===== src/rtl/bus_hs_pkg.sv =====
// Shared constants and state encoding for the bus_hs family of handshake blocks.
package bus_hs_pkg;

    localparam int unsigned BusDataWidth  = 8;
    localparam int unsigned BusNumMasters = 4;
    localparam int unsigned BusIdWidth    = 2;

    // Output register occupancy: EMPTY holds no beat, FULL holds one beat.
    typedef enum logic {
        StEmpty = 1'b0,
        StFull  = 1'b1
    } hs_state_e;

endpackage


===== src/rtl/rr_pick.sv =====
// Round-robin search: first requesting index at or after ptr, wrapping modulo N.
module rr_pick #(
    parameter int unsigned N  = 4,
    parameter int unsigned IW = 2
) (
    input  logic [N-1:0]  req,
    input  logic [IW-1:0] ptr,
    output logic          any,
    output logic [IW-1:0] idx
);

    logic [IW:0]   sum;
    logic [IW-1:0] pos;

    // Scan ptr, ptr+1, ... and keep only the first hit.
    always_comb begin
        any = 1'b0;
        idx = '0;
        sum = '0;
        pos = '0;
        for (int unsigned k = 0; k < N; k++) begin
            sum = {1'b0, ptr} + (IW+1)'(k);
            if (sum >= (IW+1)'(N)) begin
                sum = sum - (IW+1)'(N);
            end
            pos = sum[IW-1:0];
            if (!any && req[pos]) begin
                any = 1'b1;
                idx = pos;
            end
        end
    end

endmodule


===== src/rtl/rr_bus_arbiter.sv =====
// N-master round-robin arbiter onto a single registered valid/ready slave port.
module rr_bus_arbiter
    import bus_hs_pkg::*;
#(
    parameter int unsigned L  = BusDataWidth,
    parameter int unsigned N  = BusNumMasters,
    parameter int unsigned IW = BusIdWidth
) (
    input  logic           clk,
    input  logic           rst,
    input  logic [N-1:0]   m_valid,
    input  logic [N*L-1:0] m_data,
    output logic [N-1:0]   m_ready,
    output logic           s_valid,
    output logic [L-1:0]   s_data,
    output logic [IW-1:0]  s_id,
    input  logic           s_ready
);

    hs_state_e     state_q, state_d;
    logic [IW-1:0] ptr_q, ptr_d;
    logic [L-1:0]  data_q;
    logic [IW-1:0] id_q;

    logic          any;
    logic [IW-1:0] winner;
    logic          load_en;
    logic          m_xfer;

    rr_pick #(
        .N  (N),
        .IW (IW)
    ) u_rr_pick (
        .req (m_valid),
        .ptr (ptr_q),
        .any (any),
        .idx (winner)
    );

    assign s_valid = (state_q == StFull);
    assign s_data  = data_q;
    assign s_id    = id_q;

    // The register can take a new beat when empty or when it is draining this cycle.
    assign load_en = !s_valid || s_ready;
    assign m_xfer  = any && load_en;

    // One-hot accept to the winner; held low while in reset.
    always_comb begin
        m_ready = '0;
        if (rst && m_xfer) begin
            m_ready[winner] = 1'b1;
        end
    end

    // Pointer advances past the winner on every accepted beat.
    always_comb begin
        ptr_d = ptr_q;
        if (m_xfer) begin
            ptr_d = (winner == IW'(N - 1)) ? '0 : winner + IW'(1);
        end
    end

    // Occupancy next-state: fill on any request, drain on s_ready with nothing to refill.
    always_comb begin
        state_d = state_q;
        unique case (state_q)
            StEmpty: if (any) state_d = StFull;
            StFull:  if (s_ready && !any) state_d = StEmpty;
            default: state_d = StEmpty;
        endcase
    end

    // State, pointer and beat registers; reset discards any held beat.
    always_ff @(posedge clk or negedge rst) begin
        if (!rst) begin
            state_q <= StEmpty;
            ptr_q   <= '0;
            data_q  <= '0;
            id_q    <= '0;
        end else begin
            state_q <= state_d;
            ptr_q   <= ptr_d;
            if (m_xfer) begin
                data_q <= m_data[winner*L +: L];
                id_q   <= winner;
            end
        end
    end

endmodule


===== config.mk =====
export PLATFORM = sky130hd
export DESIGN_NAME = rr_bus_arbiter
export DESIGN_NICKNAME = d
export VERILOG_FILES = /design/src/rtl/bus_hs_pkg.sv /design/src/rtl/rr_pick.sv /design/src/rtl/rr_bus_arbiter.sv
export SDC_FILE = /design/constraint.sdc
export NUM_CORES = 1
export LEC_CHECK = 0
export CAP_MARGIN = 20
export CORE_MARGIN = 2
export CORE_UTILIZATION = 38
export CTS_BUF_LIST = sky130_fd_sc_hd__clkbuf_4
export DETAILED_ROUTE_END_ITERATION = 6
export PLACE_DENSITY = 0.78
export REMOVE_ABC_BUFFERS = 1
export SYNTH_ARGS = -nofsm -noshare
export SYNTH_HDL_FRONTEND = slang
export SYNTH_SLANG_ARGS = --single-unit

===== constraint.sdc =====
create_clock -name clk -period 2.49 [get_ports clk]
set_clock_uncertainty 0.1 [all_clocks]
set_input_delay 0.498 -clock clk [delete_from_list [all_inputs] [get_ports clk]]
set_output_delay 0.498 -clock clk [all_outputs]
set_load 0.01 [all_outputs]

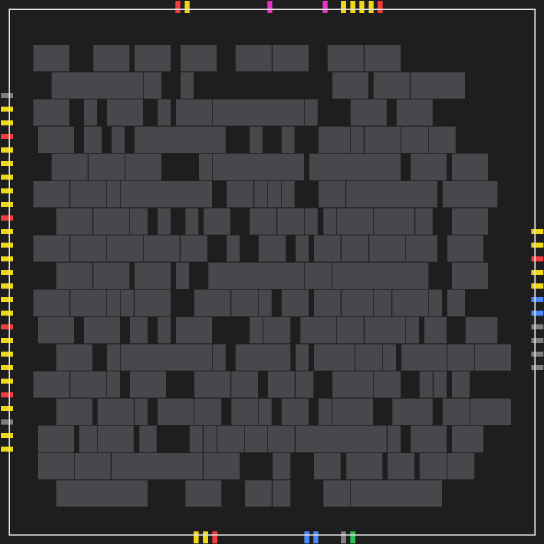
Fig. 1. Pin placement (run 1).
Drawn at 10 px/micron. Pins as bars across the die edge, other pins in grey.
port	colour	pins	direction	edge
m_data	yellow	32	input	21 west, 5 north, 4 east, 2 south
m_ready	blue	4	output	2 east, 2 south
s_id	magenta	2	output	north
s_data	red	8	output	4 west, 2 north, 1 east, 1 south
s_valid	green	1	output	south
count of port buffers added during placement: 53
Die W: 52.4 microns
die extent in y: 52.4 microns

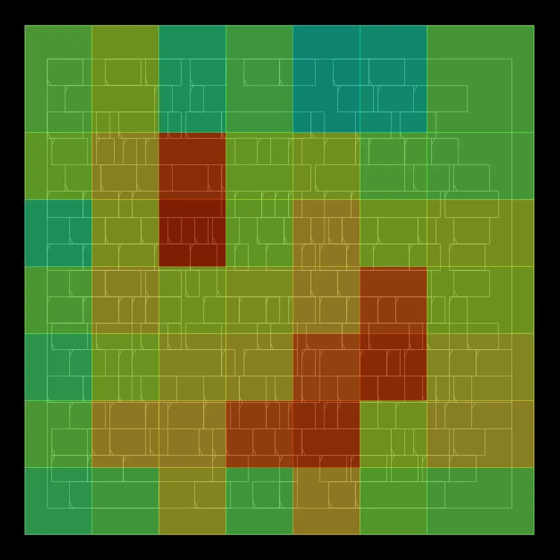
Fig. 2. Track usage over the die (run 1).
grt peak-use layer: met2
Final Core Density: 76.5%
routed len/inst: 14.6 microns
met1 track demand over resource in global routing: 28.5%

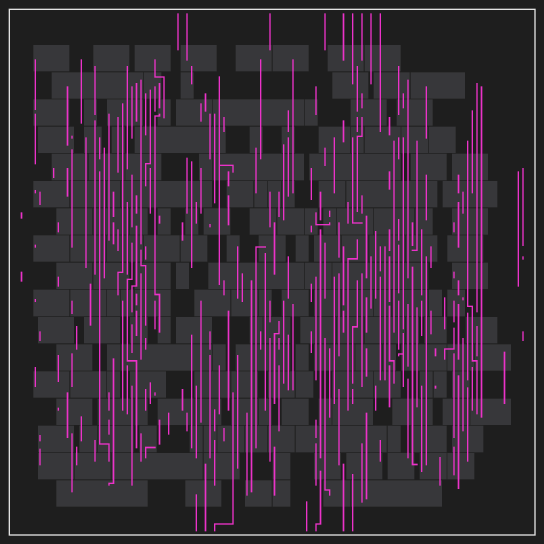
Fig. 3. Met2 routing (run 1).
Drawn at 10 px/micron.
share of all routed wire	50%
wire length on this layer	1540 microns
nets with wire on the layer	197

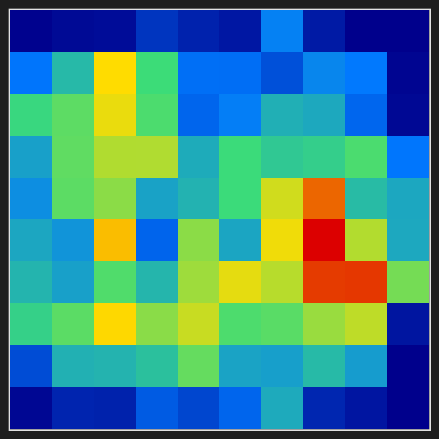
Fig. 4. Wiring heat map (run 1).
Drawn at 8 px/micron. 10 x 10 tiles, from dark blue (low) to red (high), scaled to the fullest tile. Values are wire area over tile area, all layers added.
mean over tiles	0.18
emptiest ninth of the die	north-east
tiles over half the peak	33%
densest ninth of the die	east

==> impl_metrics.toml, run 1 <==
# generated from flow reports
[cells_and_area]
dominant-cell-class = "buffers"
seq_cells = 13
final_layout_top_logic_cell = "clkdlybuf4s50_1"
layoutNonFillerInstCount = 211
sequential_cell_area_sq_um = 327
layout.filler_cells = 161
number_of_antenna_repair_diodes = 0
inverters_excl_clock = 4
logic_gate_count = 82
combGateArea_sq_um = 566
design.final.nets = 224
post_route_cells_drive_above_1_share_pct = 27.9
comb_area_share_pct = 33.4
clk_share_pct = 1.78
layout.non_clock_buffers = 80
area_delta_synth_final_pct = 89.9
final_non_clock_buffer_share_pct = 42.5
finish.instance_area_sq_mm = 0.00169
seqAreaFraction_pct = 19.3

[place]
finalWeightedCongestion = 0.816
numPlacedInstances = 199
placement.cell_area_sq_mm = 0.00157
place_ws_ns = -0.667
detailedPlacementHpwl_microns = 2130

[floorplanning]
fp-utilization_pct = 40.3
core_area_sq_mm = 0.00221
placement_rows = 17
dieArea_sq_mm = 0.00275

[critical_path]
timing.critical_path.required_ns = 1.89
timing.critical_path.from_type = "register"
worst-setup-path-type = "reg2out"
cp.buffers_inverters = 3
cpLargestDelayFamily = "flip-flops"
critical_path_peak_fanout = 3
worstSetupEndpointType = "primary output"
crit_path_slowest_cell = "dfrtp_1"
critical_path_arrival_ns = 1.86
cells_traversed_along_the_worst_timing_path = "buf_6 > mux2_4 > o221ai_4 > inv_2 > ha_2 > and3_1 > buf_2"
timing.critical_path.depth = 7
worst_r2r_path_depth = 8
slowest_delay_ns = 0.41

[synth]
yosys_warning_total = 0
synth.top_cells.by_count = "nand2_1, dfrtp_1, a21oi_1, mux2i_1, nor2_1"
synth-edff-count = 0
avgSynthCellArea_sq_um = 8.57
ys_cells = 104
yosys-stat-area_sq_um = 891
ys_async_sr_fraction_pct = 100
post-synth-top-area-cell = "dfrtp_1"
postSynthSeqShare_pct = 36.5
synth.ff_latch_count = 13
synth_top_cell_by_count = "nand2_1"
yosys_most_used_dff = "dfrtp_1"
synth.top_cell.area_share_pct = 36.5
synth.distinct_cells = 33

[drt]
via_count = 1116
drt_pre_antenna_iters = 4
drt-total-wl_microns = 3080
viasPerCell = 5.29
ant_nets = 0

[final_timing]
timing.slew.headroom_pct = 76.3
unrepaired_setup_endpoints_after_global_routing = "true"
max_freq_mhz = 407
final.period_utilization_pct = 98.6
max_slew.worst_pin.slew_ns = 0.352
number_of_slew_limit_violations_in_the_final_report = 0
post-route-worst-setup-slack_ns = 0.0351
finalSetupViolations = 0
final_hold_viol_count = 0
holdWs_ns = 0.389
setup_total_negative_slack_ns = 0
period_needed_ns = 2.45

[global_routing]
groute.usage.overall_pct = 24.7
grt_overflow_total = 0
number_of_antenna_violations_at_the_first_check_in_global_routing = 0
grt_pass1_vias = 1112
grt_start_max_net_pins = 17

[hold_path]
worst_hold_path_type = "reg2reg"
hold_depth = 2

[cts]
clk_latency_ns = 0.28
cts.root.buffer_cell = "clkbuf_4"
max-clock-path-buffers = 2
maximum_level_of_the_cts_h_tree = 1
path_clk_slew_ns = 0.08
cts_tree = "yes"
cts-buffers-inserted = 3
cts_sink_count = 13

[power]
sw_frac_of_total_pct = 36.4
power.share.sequential_pct = 26.1
design_power_total_w = 0.00137
power_report.internal_total_w = 0.000870
power-per-cell-area_mw_per_mm2 = 809
switching_power_w = 0.000498
relative_contribution_of_the_clock_network_to_total_power_pct = 10.7
vdd_ir_drop_max_mv = 0.487

[run]
drv.max_cap_violation_count = 0

[status]
run_status = "complete, no violations"
run 1: path summary, 6_finish.rpt:
kind	startpoint	to	slack, ns
worst max-delay path	ptr_q[0]	m_ready[3]	0.04
max in group asynchronous	rst	ptr_q[1]	1.56
worst max register to register	ptr_q[0]	s_data[1]	0.32
worst min register to register	s_data[3]	s_data[3]	0.39
worst min-delay path	s_data[3]	s_data[3]	0.39
min in group asynchronous	rst	s_valid	0.55
run 1: kinds of logic (layout without fill, tap and decap cells):
family / Yosys count / in the layout / share of synthesized area (%)
DFF: 13 / 13 / 36.5
AOI/OAI and AO/OA: 25 / 25 / 22.8
buffers and inverters: 9 / 88 / 5.06
muxes: 10 / 10 / 11.9
and+or+nand+nor: 46 / 46 / 22.3
adders and majority gates: 1 / 1 / 1.40
run 1: power groups by stage:
stage / combinational [W] / clock (W) / sequential [W]
final: 0.000865 / 0.000146 / 0.000357
after CTS: 0.000818 / 0.000147 / 0.000351
after detailed placement: 0.000738 / 0 / 0.000353
after global routing: 0.000931 / 0.000160 / 0.000364
after global placement: 0.000724 / 0 / 0.000349
after floorplan: 0.000324 / 0 / 0.000380
run 1: what timing repair did:
action                     CTS  global route
resized                     26            10
hold buffers                 0             0
setup endpoints to repair    4             4
setup buffers                6             2
pin swaps                    2             2
run 1: routing by layer:
metal	vias up	routed length [microns]	part of all wire [%]	global-route usage, %
met5	-	0	0	0
met4	0	33	1.1	8.55
met3	4	219	7.1	4.86
met2	54	1540	50	44.8
met1	522	1290	42	28.5
li1	536	-	-	-
run 1: registers in the layout, summed over array words and instances, names as in the netlist:
register,count
s_data,8
ptr_q,2
s_id,2
s_valid,1
Fig. 5: run 1, met3 routing
Drawn at 10 px/micron.
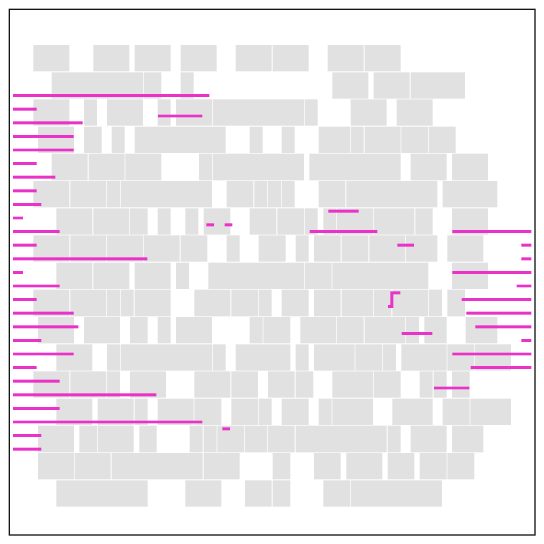

--- run 2 (diff from run 1) ---
--- a/config.mk
+++ b/config.mk
@@ -7,11 +7,12 @@
 export LEC_CHECK = 0
 export CAP_MARGIN = 20
 export CORE_MARGIN = 2
-export CORE_UTILIZATION = 38
+export CORE_UTILIZATION = 35
 export CTS_BUF_LIST = sky130_fd_sc_hd__clkbuf_4
 export DETAILED_ROUTE_END_ITERATION = 6
-export PLACE_DENSITY = 0.78
+export PLACE_DENSITY = 0.72
 export REMOVE_ABC_BUFFERS = 1
 export SYNTH_ARGS = -nofsm -noshare
 export SYNTH_HDL_FRONTEND = slang
 export SYNTH_SLANG_ARGS = --single-unit
+export TNS_END_PERCENT = 30
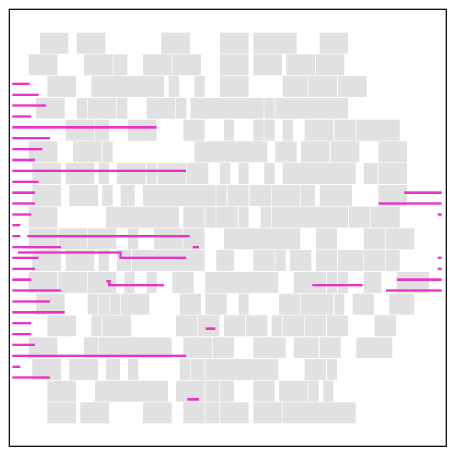
Fig. 6. Met3 routing (run 2).
Drawn at 8 px/micron.
longest straight run	21.4 microns
wire length on this layer	216 microns
nets with wire on the layer	39
main direction	horizontal
share of all routed wire	7.4%
final wirelength: 2920 microns
vias after detailed routing: 1079
met3 Usage GRT: 5.46%

==> impl_metrics.toml, run 2 <==
# generated from flow reports
[status]
run_status = "complete, no violations"

[final_timing]
final.period_utilization_pct = 99.0
final_hold_viol_count = 0
post-route-worst-setup-slack_ns = 0.0241
max_freq_mhz = 406
timing.slew.headroom_pct = 76.5
setup_total_negative_slack_ns = 0
period_needed_ns = 2.47
number_of_slew_limit_violations_in_the_final_report = 0
max_slew.worst_pin.slew_ns = 0.350
finalSetupViolations = 0

[power]
power.static_leakage_nw = 0.806
power-per-cell-area_mw_per_mm2 = 812
vdd_ir_drop_max_mv = 0.446

[critical_path]
timing.critical_path.required_ns = 1.89
cpLargestDelayFamily = "simple AND/OR/NAND/NOR gates"
worst-setup-path-type = "reg2out"
timing.critical_path.from_type = "register"
crit_path_slowest_cell = "dfrtp_1"
timing.critical_path.depth = 6
critical_path_peak_fanout = 5
slowest_delay_ns = 0.42
critical_path_arrival_ns = 1.87
critical_path.startpoint = "ptr_q[0]"
worstSetupEndpointType = "primary output"
regToRegStartpoint = "ptr_q[0]"
cp.buffers_inverters = 2
cells_traversed_along_the_worst_timing_path = "buf_4 > and2b_1 > o21bai_1 > and2_4 > nor3b_1 > clkdlybuf4s15_1"
worst_r2r_path_depth = 8

[floorplanning]
die_width_microns = 54.5
core_area_sq_mm = 0.00245
placement_rows = 18
design.portCount = 54
dieArea_sq_mm = 0.00296
die_extent_in_y_microns = 54.5
fp-utilization_pct = 36.3

[drt]
drt_pre_antenna_iters = 4
ant_nets = 0
detail_route.drc_violations = 0
viasPerCell = 5.11
first_iter_violations = 15

[synth]
yosys_most_used_dff = "dfrtp_1"
ys_async_sr_fraction_pct = 100
post-synth-top-area-cell = "dfrtp_1"
yosys_warning_total = 0
synth.ff_latch_count = 13
synth.distinct_cells = 33
synth.top_cell.area_share_pct = 36.5
yosys-stat-area_sq_um = 891
avgSynthCellArea_sq_um = 8.57
top_cells_by_area = "dfrtp_1, nand2_1, mux2i_1"
synth-edff-count = 0
synth.top_cells.by_count = "nand2_1, dfrtp_1, a21oi_1, mux2i_1, nor2_1"
postSynthSeqShare_pct = 36.5
ys_cells = 104
netlist_area_sq_um = 891
synthesis.instances = 104
synth_top_cell_by_count = "nand2_1"

[cells_and_area]
final_layout_top_logic_cell = "clkdlybuf4s50_1"
post_route_cells_drive_above_1_share_pct = 25.4
combGateArea_sq_um = 567
design.final.nets = 222
layoutNonFillerInstCount = 211
area_delta_synth_final_pct = 88.9
layout.filler_cells = 208
number_of_antenna_repair_diodes = 0
final_cell_mix = "clkdlybuf4s50_1, nand2_1, buf_4"
sequential_cell_area_sq_um = 327
largest_reg_flops = 8

[cts]
cts_tree = "yes"
cts-hold-fix-buffers = 0
max-clock-path-buffers = 2
cts_sink_count = 13
cts.root.buffer_cell = "clkbuf_4"
cts-buffers-inserted = 3
clk_latency_ns = 0.28
path_clk_slew_ns = 0.08
maximum_level_of_the_cts_h_tree = 1

[global_routing]
grt_pass1_vias = 1050
grt_overflow_total = 0
grt_start_max_net_pins = 17
number_of_antenna_violations_at_the_first_check_in_global_routing = 0
grt_first_pass_wirelength_microns = 4390

[place]
finalWeightedCongestion = 0.849
io_buffer_count = 53
numPlacedInstances = 199
detailedPlacementHpwl_microns = 2120
place_ws_ns = -0.686

[run]
openroad.warnings = 26
drv.max_cap_violation_count = 0

[hold_path]
hp-start = "s_id[0]"
worst_hold_path_type = "reg2reg"
hold_depth = 2
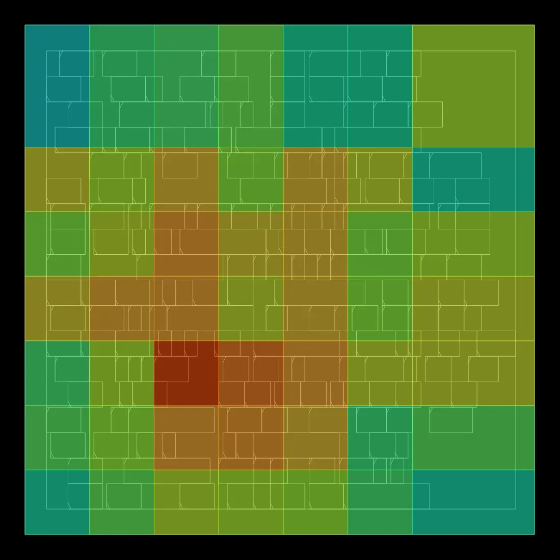
Fig. 7. Track usage over the die (run 2).
met2 track utilization from global routing: 37.6%
met1 track demand over resource in global routing: 23.4%
overall routing resource usage: 21.2%
Final Core Density: 68.6%
routed len/inst: 13.8 microns

==> run 2: logic make-up after synthesis <==
kind of cell	share of synthesized area (%)
AOI/OAI and AO/OA	22.8
adders and majority gates	1.40
buffers and inverters	5.06
DFF	36.5
muxes	11.9
and+or+nand+nor	22.3
==> run 2: per-layer routing <==
metal	up-vias	part of all wire, %	track usage (%)
met2	46	51	37.6
met4	0	1.3	10.0
li1	531	-	-
met1	498	40	23.4
met5	-	0	0
met3	4	7.4	5.46
==> run 2: what timing repair did <==
item	4_1_cts	5_1_grt
endpoints found under the setup margin	4	3
resized	29	6
pin swaps	1	4
setup buffers	5	3
==> run 2: metrics by stage <==
| step | area [sq um] | total power [W] | hold slack (ns) |
|---|---|---|---|
| 6_report | 1680 | 0.00137 | 0.385 |
| 5_1_grt | 1680 | 0.00145 | 0.416 |
| 4_1_cts | 1650 | 0.00131 | 0.391 |
| 3_5_place_dp | 1560 | 0.00109 | 0.372 |
| 3_3_place_gp | 1560 | 0.00107 | 0.366 |
| 2_1_floorplan | 861 | 0.000704 | 0.102 |
==> run 2: final cells by class <==
class                      count  share of cell area, %
multi-input combinational     82                   33.7
tap                           30                   2.23
clock buffer                   4                   1.78
timing repair buffer          78                   42.0
sequential                    13                   19.4
inverter                       4                  0.892
==> run 2: where the power goes <==
group	switching, W	internal (W)
Clock	0.0000742	0.0000732
Sequential	0.0000597	0.000296
Combinational	0.000359	0.000504
Total	0.000493	0.000873
==> run 2: worst paths after layout <==
path	endpoint	slack, ns
min in group asynchronous	s_data[0]	0.54
max in group asynchronous	ptr_q[1]	1.57
hold reg to reg	s_id[0]	0.39
setup / recovery	m_ready[2]	0.02
setup reg to reg	s_data[1]	0.25
hold / removal	s_id[0]	0.39
Power is estimated from default activity; no workload was simulated.
